==> config.mk <==
export PLATFORM = sky130hd
export DESIGN_NAME = apb_master_flat
export DESIGN_NICKNAME = d
export VERILOG_FILES = /design/src/rtl/apb_pkg.sv /design/src/rtl/apb_if.sv /design/src/rtl/apb_wait_timer.sv /design/src/rtl/apb_master.sv /design/src/flat_wrapper.sv
export SDC_FILE = /design/constraint.sdc
export NUM_CORES = 1
export LEC_CHECK = 0
export CORE_AREA = 4 4 56 78
export CTS_CLUSTER_SIZE = 25
export DETAILED_ROUTE_END_ITERATION = 12
export DIE_AREA = 0 0 60 82
export PLACE_DENSITY = 0.75
export SKIP_LAST_GASP = 1
export SLEW_MARGIN = 15
export SYNTH_ARGS = -nofsm -noshare
export SYNTH_HDL_FRONTEND = slang
export SYNTH_SLANG_ARGS = --single-unit
==> constraint.sdc <==
create_clock -name pclk -period 1.85 [get_ports pclk]
set_input_delay 0.37 -clock pclk [delete_from_list [all_inputs] [get_ports pclk]]
set_output_delay 0.37 -clock pclk [all_outputs]
set_load 0.03 [all_outputs]
==> src/rtl/apb_pkg.sv <==
// Shared definitions for the 8-bit APB link: FSM state type, bus widths,
// and a helper for sizing the wait counter.
package apb_pkg;

    typedef enum logic [1:0] {
        IDLE   = 2'd0,
        SETUP  = 2'd1,
        ACCESS = 2'd2
    } apb_state_t;

    localparam int APB_ADDR_W = 8;
    localparam int APB_DATA_W = 8;

    // Counter width able to hold 0..t; at least one bit so TIMEOUT=0 still builds.
    function automatic int cnt_width(input int t);
        return (t <= 0) ? 1 : $clog2(t + 1);
    endfunction

endpackage

==> src/rtl/apb_if.sv <==
// APB bus bundle between a requester (master) and a completer (slave).
interface apb_if
    import apb_pkg::*;
#(
    parameter int ADDR_W = APB_ADDR_W,
    parameter int DATA_W = APB_DATA_W
) ();

    logic              pselx;
    logic              penable;
    logic              pwrite;
    logic [ADDR_W-1:0] paddr;
    logic [DATA_W-1:0] pwdata;
    logic              pready;
    logic [DATA_W-1:0] prdata;

    modport master (
        output pselx, penable, pwrite, paddr, pwdata,
        input  pready, prdata
    );

    modport slave (
        input  pselx, penable, pwrite, paddr, pwdata,
        output pready, prdata
    );

endinterface

==> src/rtl/apb_wait_timer.sv <==
// Saturating wait-state counter. o_expired is high while the counter sits on
// its last allowed value, so the caller aborts on exactly the TIMEOUT-th cycle.
module apb_wait_timer
    import apb_pkg::*;
#(
    parameter int TIMEOUT = 16
) (
    input  logic clk,
    input  logic rst,
    input  logic i_clr,
    input  logic i_en,
    output logic o_expired
);

    localparam int CNT_W = cnt_width(TIMEOUT);

    logic [CNT_W-1:0] r_cnt;

    // Count enabled wait cycles; clear has priority; hold at TIMEOUT instead of wrapping.
    always_ff @(posedge clk) begin
        if (rst || i_clr) begin
            r_cnt <= '0;
        end else if (i_en && (r_cnt != CNT_W'(TIMEOUT))) begin
            r_cnt <= r_cnt + 1'b1;
        end
    end

    generate
        if (TIMEOUT == 0) begin : g_no_timeout
            assign o_expired = 1'b0;
        end else begin : g_timeout
            assign o_expired = (r_cnt == CNT_W'(TIMEOUT - 1));
        end
    endgenerate

endmodule

==> src/rtl/apb_master.sv <==
// APB requester: takes single commands on a valid/ready port, runs
// SETUP/ACCESS on the bus, and reports completion or timeout on a
// one-cycle response strobe.
module apb_master
    import apb_pkg::*;
#(
    parameter int DATA_W  = APB_DATA_W,
    parameter int ADDR_W  = APB_ADDR_W,
    parameter int TIMEOUT = 16
) (
    input  logic              pclk,
    input  logic              preset,
    input  logic              cmd_valid,
    output logic              cmd_ready,
    input  logic              cmd_write,
    input  logic [ADDR_W-1:0] cmd_addr,
    input  logic [DATA_W-1:0] cmd_wdata,
    output logic              rsp_valid,
    output logic [DATA_W-1:0] rsp_rdata,
    output logic              rsp_timeout,
    apb_if.master             apb
);

    apb_state_t        r_state;
    logic              r_pselx;
    logic              r_penable;
    logic              r_pwrite;
    logic [ADDR_W-1:0] r_paddr;
    logic [DATA_W-1:0] r_pwdata;
    logic              r_rsp_valid;
    logic [DATA_W-1:0] r_rsp_rdata;
    logic              r_rsp_timeout;

    logic w_cmd_ready;
    logic w_accept;
    logic w_wait;
    logic w_expired;

    // Ready in IDLE, or in the completing ACCESS cycle so commands can chain.
    assign w_cmd_ready = !preset &&
                         ((r_state == IDLE) || ((r_state == ACCESS) && apb.pready));
    assign w_accept    = cmd_valid && w_cmd_ready;
    assign w_wait      = (r_state == ACCESS) && !apb.pready;

    apb_wait_timer #(
        .TIMEOUT (TIMEOUT)
    ) u_timer (
        .clk       (pclk),
        .rst       (preset),
        .i_clr     (w_accept),
        .i_en      (w_wait),
        .o_expired (w_expired)
    );

    // Transfer sequencer: all bus and response outputs are registered here.
    always_ff @(posedge pclk) begin
        if (preset) begin
            r_state       <= IDLE;
            r_pselx       <= 1'b0;
            r_penable     <= 1'b0;
            r_pwrite      <= 1'b0;
            r_paddr       <= '0;
            r_pwdata      <= '0;
            r_rsp_valid   <= 1'b0;
            r_rsp_rdata   <= '0;
            r_rsp_timeout <= 1'b0;
        end else begin
            r_rsp_valid <= 1'b0;
            case (r_state)
                IDLE: begin
                    if (w_accept) begin
                        r_pwrite  <= cmd_write;
                        r_paddr   <= cmd_addr;
                        r_pwdata  <= cmd_wdata;
                        r_pselx   <= 1'b1;
                        r_penable <= 1'b0;
                        r_state   <= SETUP;
                    end
                end
                SETUP: begin
                    r_penable <= 1'b1;
                    r_state   <= ACCESS;
                end
                ACCESS: begin
                    if (apb.pready) begin
                        r_rsp_valid   <= 1'b1;
                        r_rsp_timeout <= 1'b0;
                        r_rsp_rdata   <= r_pwrite ? '0 : apb.prdata;
                        r_penable     <= 1'b0;
                        if (w_accept) begin
                            // Back-to-back: select stays high into the next SETUP.
                            r_pwrite <= cmd_write;
                            r_paddr  <= cmd_addr;
                            r_pwdata <= cmd_wdata;
                            r_state  <= SETUP;
                        end else begin
                            r_pselx <= 1'b0;
                            r_state <= IDLE;
                        end
                    end else if (w_expired) begin
                        r_pselx       <= 1'b0;
                        r_penable     <= 1'b0;
                        r_rsp_valid   <= 1'b1;
                        r_rsp_timeout <= 1'b1;
                        r_rsp_rdata   <= '0;
                        r_state       <= IDLE;
                    end
                end
                default: begin
                    r_pselx   <= 1'b0;
                    r_penable <= 1'b0;
                    r_state   <= IDLE;
                end
            endcase
        end
    end

    assign cmd_ready   = w_cmd_ready;
    assign rsp_valid   = r_rsp_valid;
    assign rsp_rdata   = r_rsp_rdata;
    assign rsp_timeout = r_rsp_timeout;

    assign apb.pselx   = r_pselx;
    assign apb.penable = r_penable;
    assign apb.pwrite  = r_pwrite;
    assign apb.paddr   = r_paddr;
    assign apb.pwdata  = r_pwdata;

endmodule

==> src/flat_wrapper.sv <==
// flat-port wrapper written by rule: the top's interface ports become plain ports
module apb_master_flat import apb_pkg::*;
#(
    parameter int DATA_W  = APB_DATA_W,
    parameter int ADDR_W  = APB_ADDR_W,
    parameter int TIMEOUT = 16
)
  (pclk, preset, cmd_valid, cmd_ready, cmd_write, cmd_addr, cmd_wdata, rsp_valid, rsp_rdata, rsp_timeout, apb_pselx, apb_penable, apb_pwrite, apb_paddr, apb_pwdata, apb_pready, apb_prdata);
  apb_if #(.ADDR_W(ADDR_W), .DATA_W(DATA_W)) apb_i ();
  input  logic pclk;
  input  logic preset;
  input  logic cmd_valid;
  output logic cmd_ready;
  input  logic cmd_write;
  input  logic [ADDR_W-1:0] cmd_addr;
  input  logic [DATA_W-1:0] cmd_wdata;
  output logic rsp_valid;
  output logic [DATA_W-1:0] rsp_rdata;
  output logic rsp_timeout;
  output wire logic [$bits(apb_i.pselx)-1:0] apb_pselx;
  output wire logic [$bits(apb_i.penable)-1:0] apb_penable;
  output wire logic [$bits(apb_i.pwrite)-1:0] apb_pwrite;
  output wire logic [$bits(apb_i.paddr)-1:0] apb_paddr;
  output wire logic [$bits(apb_i.pwdata)-1:0] apb_pwdata;
  input wire logic [$bits(apb_i.pready)-1:0] apb_pready;
  input wire logic [$bits(apb_i.prdata)-1:0] apb_prdata;
  assign apb_pselx = apb_i.pselx;
  assign apb_penable = apb_i.penable;
  assign apb_pwrite = apb_i.pwrite;
  assign apb_paddr = apb_i.paddr;
  assign apb_pwdata = apb_i.pwdata;
  assign apb_i.pready = apb_pready;
  assign apb_i.prdata = apb_prdata;
  apb_master #(.DATA_W(DATA_W), .ADDR_W(ADDR_W), .TIMEOUT(TIMEOUT)) u_core (.pclk(pclk), .preset(preset), .cmd_valid(cmd_valid), .cmd_ready(cmd_ready), .cmd_write(cmd_write), .cmd_addr(cmd_addr), .cmd_wdata(cmd_wdata), .rsp_valid(rsp_valid), .rsp_rdata(rsp_rdata), .rsp_timeout(rsp_timeout), .apb(apb_i));
endmodule
port_trees.png
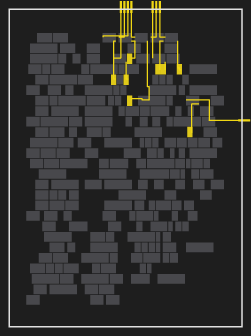
- yellow: apb_prdata (bits 8; direction input; edge 7 top, 1 right; end cells 8; buffers 8; wire 162 um)

==> Slide: Implementation Results <==
Physical Implementation Snapshot

Run status
  • Status: finished, final reports clean

Synthesis
  • Adder Share, Synth: 0.0254
  • Top-area cell type share of the netlist area: 0.475
  • Yosys aoi share: 0.119
  • Mapped Cells: 149
  • Synth Flop Type: dfxtp_1
  • Simple share: 0.207
  • Distinct lib cells: 32
  • Avg Cell Area, Syn: 9.90 um^2
  • Mux frac, synth: 0.130
  • Synth Warn #: 0
  • Count leader, synth: dfxtp_1

Finish
  • # fillers: 338
  • Antenna diodes: 0
  • Fin area: 2230 um^2
  • Count of non-CTS buffers in the layout: 67
  • Synth-to-layout area growth: 51.5%

CTS
  • Maximum clock path buffer count: 2
  • Clock root buffer: clkbuf_8
  • Post-CTS sizing: 2
  • Clk_lat worst skew: 0.29 ns

Global routing
  • Initial antenna violation count: 0
  • Vias in the first global route: 1,365

Floorplan
  • Die Footprint: 4920 um^2
  • Core footprint: 3640 um^2

Worst setup path
  • Delay-heaviest family, CP: flip-flops
  • Critical path fanouts, max: 10
  • CP cell instances: nor2b_2, buf_4, nor3_1, buf_4
  • R2R depth: 3
  • Crit. Startpoint: u_core.apb.penable
  • Crit Path Class: reg -> out
  • CP Capture Type: output port

Route
  • Final wirelength: 3880 um

STA
  • Slew Limit Headroom: 0.618
  • Hold slack final: 0.481 ns

Placement
  • Placed Instances: 250
  • Placed cell area: 2140 um^2

Job
  • OpenROAD warnings: 27
congestion_map.png
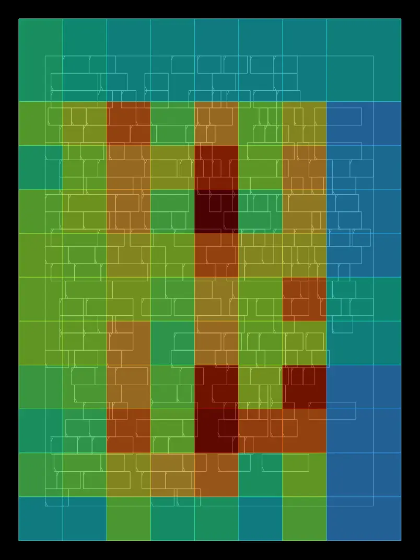
total track usage: 0.169
Top Usage Layer GRT: met2
Layout Utilization: 0.613
GR Util met3: 0.0708
met1 GRT Util: 0.172

-- metrics by stage --
step	TNS, ns	power, mW	setup slack [ns]
detailed placement	-0.758	1.17	-0.120
floorplan	0	1.00	0.0144
finish	0	1.71	0.109
global route	0	1.78	0.0261
CTS	0	1.72	0.0195
global placement	-0.459	1.16	-0.0527
-- where the power goes --
part,internal (mW),switching [mW]
Combinational,0.179,0.161
Sequential,0.792,0.0223
Clock,0.262,0.292
Total,1.23,0.475
-- cells by family (layout without fill, tap and decap cells) --
logic type / after synthesis / after routing
mux: 17 / 17
compound gates: 32 / 32
flops: 35 / 35
fa+ha+maj: 3 / 3
buf+inv: 14 / 81
simple gates: 48 / 48
No activity file was given, so power comes from the tool's default toggle rates.
